--- config.mk ---
export PLATFORM = sky130hd
export DESIGN_NAME = usr_seq_ctrl
export DESIGN_NICKNAME = d
export VERILOG_FILES = /design/src/rtl/usr_seq_ctrl.sv
export SDC_FILE = /design/constraint.sdc
export NUM_CORES = 1
export LEC_CHECK = 0
export CORE_MARGIN = 2
export CORE_UTILIZATION = 43
export CTS_BUF_LIST = sky130_fd_sc_hd__clkbuf_16
export CTS_CLUSTER_SIZE = 40
export DETAILED_ROUTE_END_ITERATION = 6
export GPL_TIMING_DRIVEN = 0
export PLACE_DENSITY_LB_ADDON = 0.12
export SYNTH_ARGS = -nofsm -noshare
export SYNTH_HDL_FRONTEND = slang
export SYNTH_SLANG_ARGS = --single-unit
--- constraint.sdc ---
create_clock -name clk -period 2.2 [get_ports clk]
set_input_delay 0.33 -clock clk [delete_from_list [all_inputs] [get_ports clk]]
set_output_delay 0.33 -clock clk [all_outputs]
set_load 0.05 [all_outputs]
--- src/rtl/usr_seq_ctrl.sv ---
// usr_seq_ctrl
//   Command sequencer that sits in front of a WIDTH-bit universal shift
//   register. Takes one LOAD/SHL/SHR/ROL/ROR command (with a repeat count)
//   over a valid/ready handshake. It then drives the register's mode, parallel
//   data and serial-fill inputs for the required number of cycles, and pulses
//   done at the end.
//
// Ports
//   clk, rst                 clock, synchronous active-high reset
//   cmd_valid / cmd_ready    command handshake
//   cmd_op                   0 LOAD, 1 SHL, 2 SHR, 3 ROL, 4 ROR, 5-7 illegal
//   cmd_count                shift/rotate step count (ignored for LOAD)
//   cmd_data, cmd_fill       load value / serial fill bit for SHL, SHR
//   q_fb                     register contents, used as rotate feedback
//   mode, data_out           register mode (00 hold,01 SHL,10 SHR,11 load), data_in
//   serial_left/right        register serial inputs
//   busy, done, err          status; err is only meaningful while done=1
module usr_seq_ctrl #(
    parameter int WIDTH = 4,
    parameter int CNT_W = 3
) (
    input  logic             clk,
    input  logic             rst,
    input  logic             cmd_valid,
    output logic             cmd_ready,
    input  logic [2:0]       cmd_op,
    input  logic [CNT_W-1:0] cmd_count,
    input  logic [WIDTH-1:0] cmd_data,
    input  logic             cmd_fill,
    input  logic [WIDTH-1:0] q_fb,
    output logic [1:0]       mode,
    output logic [WIDTH-1:0] data_out,
    output logic             serial_left,
    output logic             serial_right,
    output logic             busy,
    output logic             done,
    output logic             err
);

    typedef enum logic [1:0] {
        S_IDLE = 2'd0,
        S_EXEC = 2'd1,
        S_DONE = 2'd2
    } state_t;

    localparam logic [2:0] OP_LOAD = 3'd0;
    localparam logic [2:0] OP_SHL  = 3'd1;
    localparam logic [2:0] OP_SHR  = 3'd2;
    localparam logic [2:0] OP_ROL  = 3'd3;
    localparam logic [2:0] OP_ROR  = 3'd4;

    localparam logic [1:0] M_HOLD = 2'b00;
    localparam logic [1:0] M_SHL  = 2'b01;
    localparam logic [1:0] M_SHR  = 2'b10;
    localparam logic [1:0] M_LOAD = 2'b11;

    state_t           state_q, state_d;
    logic [1:0]       mode_q, mode_d;
    logic [WIDTH-1:0] data_q, data_d;
    logic             fill_q, fill_d;
    logic [2:0]       op_q, op_d;
    logic [CNT_W-1:0] cnt_q, cnt_d;
    logic             err_q, err_d;

    always_ff @(posedge clk) begin
        if (rst) begin
            state_q <= S_IDLE;
            mode_q  <= M_HOLD;
            data_q  <= '0;
            fill_q  <= 1'b0;
            op_q    <= OP_LOAD;
            cnt_q   <= '0;
            err_q   <= 1'b0;
        end else begin
            state_q <= state_d;
            mode_q  <= mode_d;
            data_q  <= data_d;
            fill_q  <= fill_d;
            op_q    <= op_d;
            cnt_q   <= cnt_d;
            err_q   <= err_d;
        end
    end

    always_comb begin
        state_d = state_q;
        mode_d  = mode_q;
        data_d  = data_q;
        fill_d  = fill_q;
        op_d    = op_q;
        cnt_d   = cnt_q;
        err_d   = err_q;
        unique case (state_q)
            S_IDLE: begin
                if (cmd_valid) begin
                    op_d   = cmd_op;
                    fill_d = cmd_fill;
                    data_d = cmd_data;
                    err_d  = 1'b0;
                    if (cmd_op > OP_ROR) begin
                        err_d   = 1'b1;
                        state_d = S_DONE;
                    end else if (cmd_op != OP_LOAD && cmd_count == '0) begin
                        // Zero-step shift/rotate: complete without touching the register.
                        state_d = S_DONE;
                    end else begin
                        state_d = S_EXEC;
                        unique case (cmd_op)
                            OP_LOAD:        mode_d = M_LOAD;
                            OP_SHL, OP_ROL: mode_d = M_SHL;
                            default:        mode_d = M_SHR;
                        endcase
                        cnt_d = (cmd_op == OP_LOAD) ? '0 : cmd_count - CNT_W'(1);
                    end
                end
            end
            S_EXEC: begin
                if (cnt_q == '0) begin
                    state_d = S_DONE;
                    mode_d  = M_HOLD;
                end else begin
                    cnt_d = cnt_q - CNT_W'(1);
                end
            end
            S_DONE: state_d = S_IDLE;
            default: begin
                state_d = S_IDLE;
                mode_d  = M_HOLD;
            end
        endcase
    end

    // Reset must stop shifting in the very cycle it is asserted, so mode is
    // forced to hold combinationally rather than waiting for the reset edge.
    assign mode      = (state_q == S_EXEC && !rst) ? mode_q : M_HOLD;
    assign data_out  = data_q;
    assign cmd_ready = (state_q == S_IDLE);
    assign busy      = (state_q != S_IDLE);
    assign done      = (state_q == S_DONE);
    assign err       = (state_q == S_DONE) && err_q;

    // Rotates close the loop through the register's own output.
    always_comb begin
        serial_left  = 1'b0;
        serial_right = 1'b0;
        unique case (op_q)
            OP_SHL:  serial_left  = fill_q;
            OP_SHR:  serial_right = fill_q;
            OP_ROL:  serial_left  = q_fb[WIDTH-1];
            OP_ROR:  serial_right = q_fb[0];
            default: ;
        endcase
    end

endmodule

Run 1, cells colored by class:
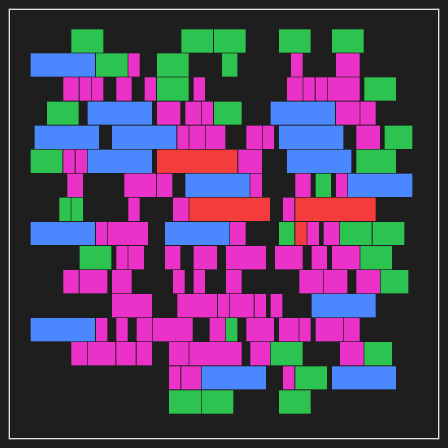
Key: flip-flops = blue [cells 16]; other buffers and delay cells = green [cells 31]; clock drivers and dummy loads = red [cells 4]; all other logic = magenta [cells 85]
Rows: 16
Seq/total area: 26.4%
Util after Layout: 63.7%
Core Area: 1900 um2
Post-Layout Inst Area: 1210 um2

Run 1, routing congestion map:
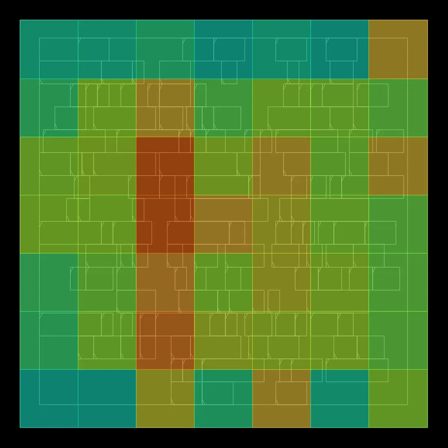
met3 usage: 4.94%
GRT Total Usage: 17.8%

==> impl_metrics.tcl, run 1 <==
# metrics dict for downstream scripts
set metrics [dict create \
    final_cells 163 \
    adder_share_pct 5.91 \
    post-cts-setup-buffers 0 \
    xor_area_share_pct 0 \
    min_path_cells 2 \
    clkSlewWorstSetupHoldPaths_ps 50 \
    clkCellAreaFrac_pct 6.50 \
    syn_inst 106 \
    clk-power_mw 0.348 \
    top_cells_by_count "nand2_1, dfxtp_1, a21oi_1, nor3_1, inv_1" \
    logic_family "simple AND/OR/NAND/NOR gates" \
    top_area_share_pct 37.8 \
    wl_per_cell_um 11.6 \
    hold_path.class "register to register" \
    ys_chip_area_um2 847 \
    logic_gates 77 \
    clkbuf_count 3 \
    worstSetupPathType "primary input to register" \
    initCoreUtil_pct 44.5 \
    cts_root_buf "clkbuf_16" \
    mux_share_pct 1.18 \
    path_cells "clkdlybuf4s50_1, inv_1, ha_1, ha_1, o22ai_2, a32oi_2, or4b_1, a21oi_1" \
    post-dp-hpwl_mm 1.41 \
    nets 159 \
    grt_start_max_net_pins 11 \
    combPwrFrac_pct 25.9 \
    regArea_um2 320 \
    crit_start "cmd_count[0]" \
    synth-compound-area-share_pct 18.3 \
    die_y_um 48.4 \
    io_buffers 26 \
    status "finished clean" \
    clk_latency_ps 240 \
    finalHoldViolCount 0 \
]
Run 1, signal wires by layer:
Scale bar: 10 um.
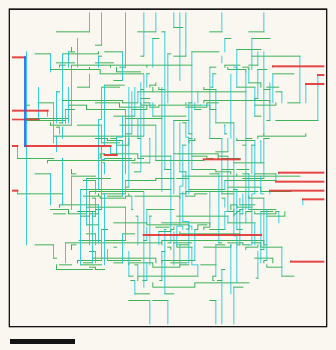
Key: met1 = green [wire length 856 um]; met4 = blue [wire length 13.6 um]; met3 = red [wire length 92.5 um]; met2 = cyan [wire length 934 um]

Run 1, clock wires, drivers and flops:
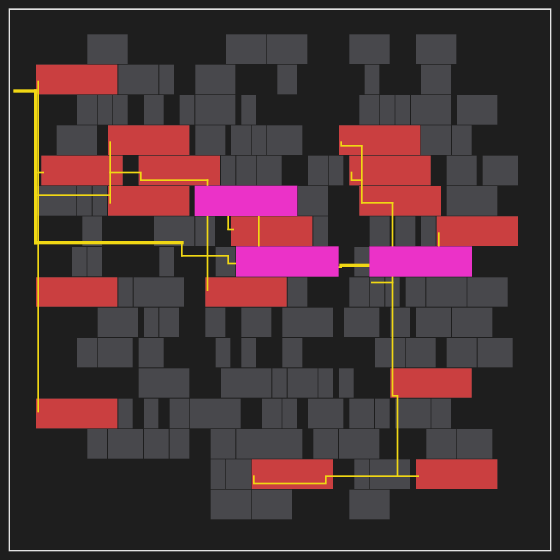

## Run 2: what changed since run 1
--- a/config.mk
+++ b/config.mk
@@ -11,6 +11,7 @@
 export CTS_CLUSTER_SIZE = 40
 export DETAILED_ROUTE_END_ITERATION = 6
 export GPL_TIMING_DRIVEN = 0
+export MAX_ROUTING_LAYER = met4
 export PLACE_DENSITY_LB_ADDON = 0.12
 export SYNTH_ARGS = -nofsm -noshare
 export SYNTH_HDL_FRONTEND = slang
Run 2, clock wires, drivers and flops:
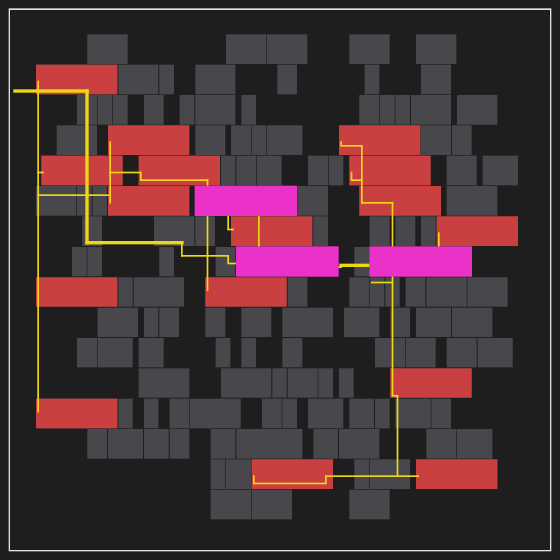
Key: cells driving clock nets = magenta [count 3]; flip-flops = red [count 16]; clock wires = yellow [length 195 um]
There are 4 routed clock nets.
clk pwr: 0.348 mW
Clock power frac: 38.0%

Run 2, signal wires by layer:
Scale bar: 10 um.
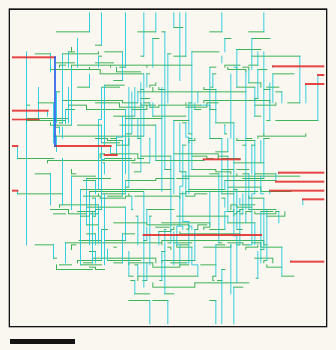
Key: met1 = green [wire length 856 um]; met3 = red [wire length 92.5 um]; met2 = cyan [wire length 934 um]; met4 = blue [wire length 13.6 um]

==> run 2 against run 1 <==
  * Maximum frequency barely moved
  * Synthesized area unchanged
  * Setup slack about the same
  * Critical path type unchanged
==> impl_metrics.tcl, run 2 <==
# metrics dict for downstream scripts
set metrics [dict create \
    final_cells 163 \
    worstSetupPathType "primary input to register" \
    clkCellAreaFrac_pct 6.50 \
    syn_avg_cell_area_um2 7.99 \
    post-dp-hpwl_mm 1.41 \
    fin_util_pct 63.7 \
    adder_share_pct 5.91 \
    path_cells "clkdlybuf4s50_1, inv_1, ha_1, ha_1, o22ai_2, a32oi_2, or4b_1, a21oi_1" \
    numCtsBuffers 3 \
    finalMaxSlewViolations 0 \
    grt_usage_pct 18.3 \
    syn_inst 106 \
    crit_start "cmd_count[0]" \
    ys_chip_area_um2 847 \
    mux_share_pct 1.18 \
    taps 27 \
    top_area_share_pct 37.8 \
    topCellsByArea "dfxtp_1, nand2_1, a21oi_1, ha_1, nor3_1" \
    post-cts-setup-buffers 0 \
    clkSlewWorstSetupHoldPaths_ps 50 \
    start_kind "primary input" \
    relSlewSlack_pct 66.3 \
    initCoreUtil_pct 44.5 \
    clkbuf_count 3 \
    stdcell_area_um2 1210 \
    clk_latency_ps 240 \
    combPwrFrac_pct 25.9 \
    logic_family "simple AND/OR/NAND/NOR gates" \
    xor_area_share_pct 0 \
    finalHoldViolCount 0 \
    rows 16 \
    status "finished clean" \
    nets 159 \
    regArea_um2 320 \
    wl_per_cell_um 11.6 \
    logic_gates 77 \
    core-area_um2 1900 \
    ys_seq_share_pct 37.8 \
    met3WireLength_um 92 \
    min_path_cells 2 \
    hold_path.class "register to register" \
    synth-compound-area-share_pct 18.3 \
    tool_warnings 29 \
    cts_root_buf "clkbuf_16" \
    comb_share_pct 39.2 \
    top_cell "nand2_1" \
]
Power and IR drop assume default switching activity.
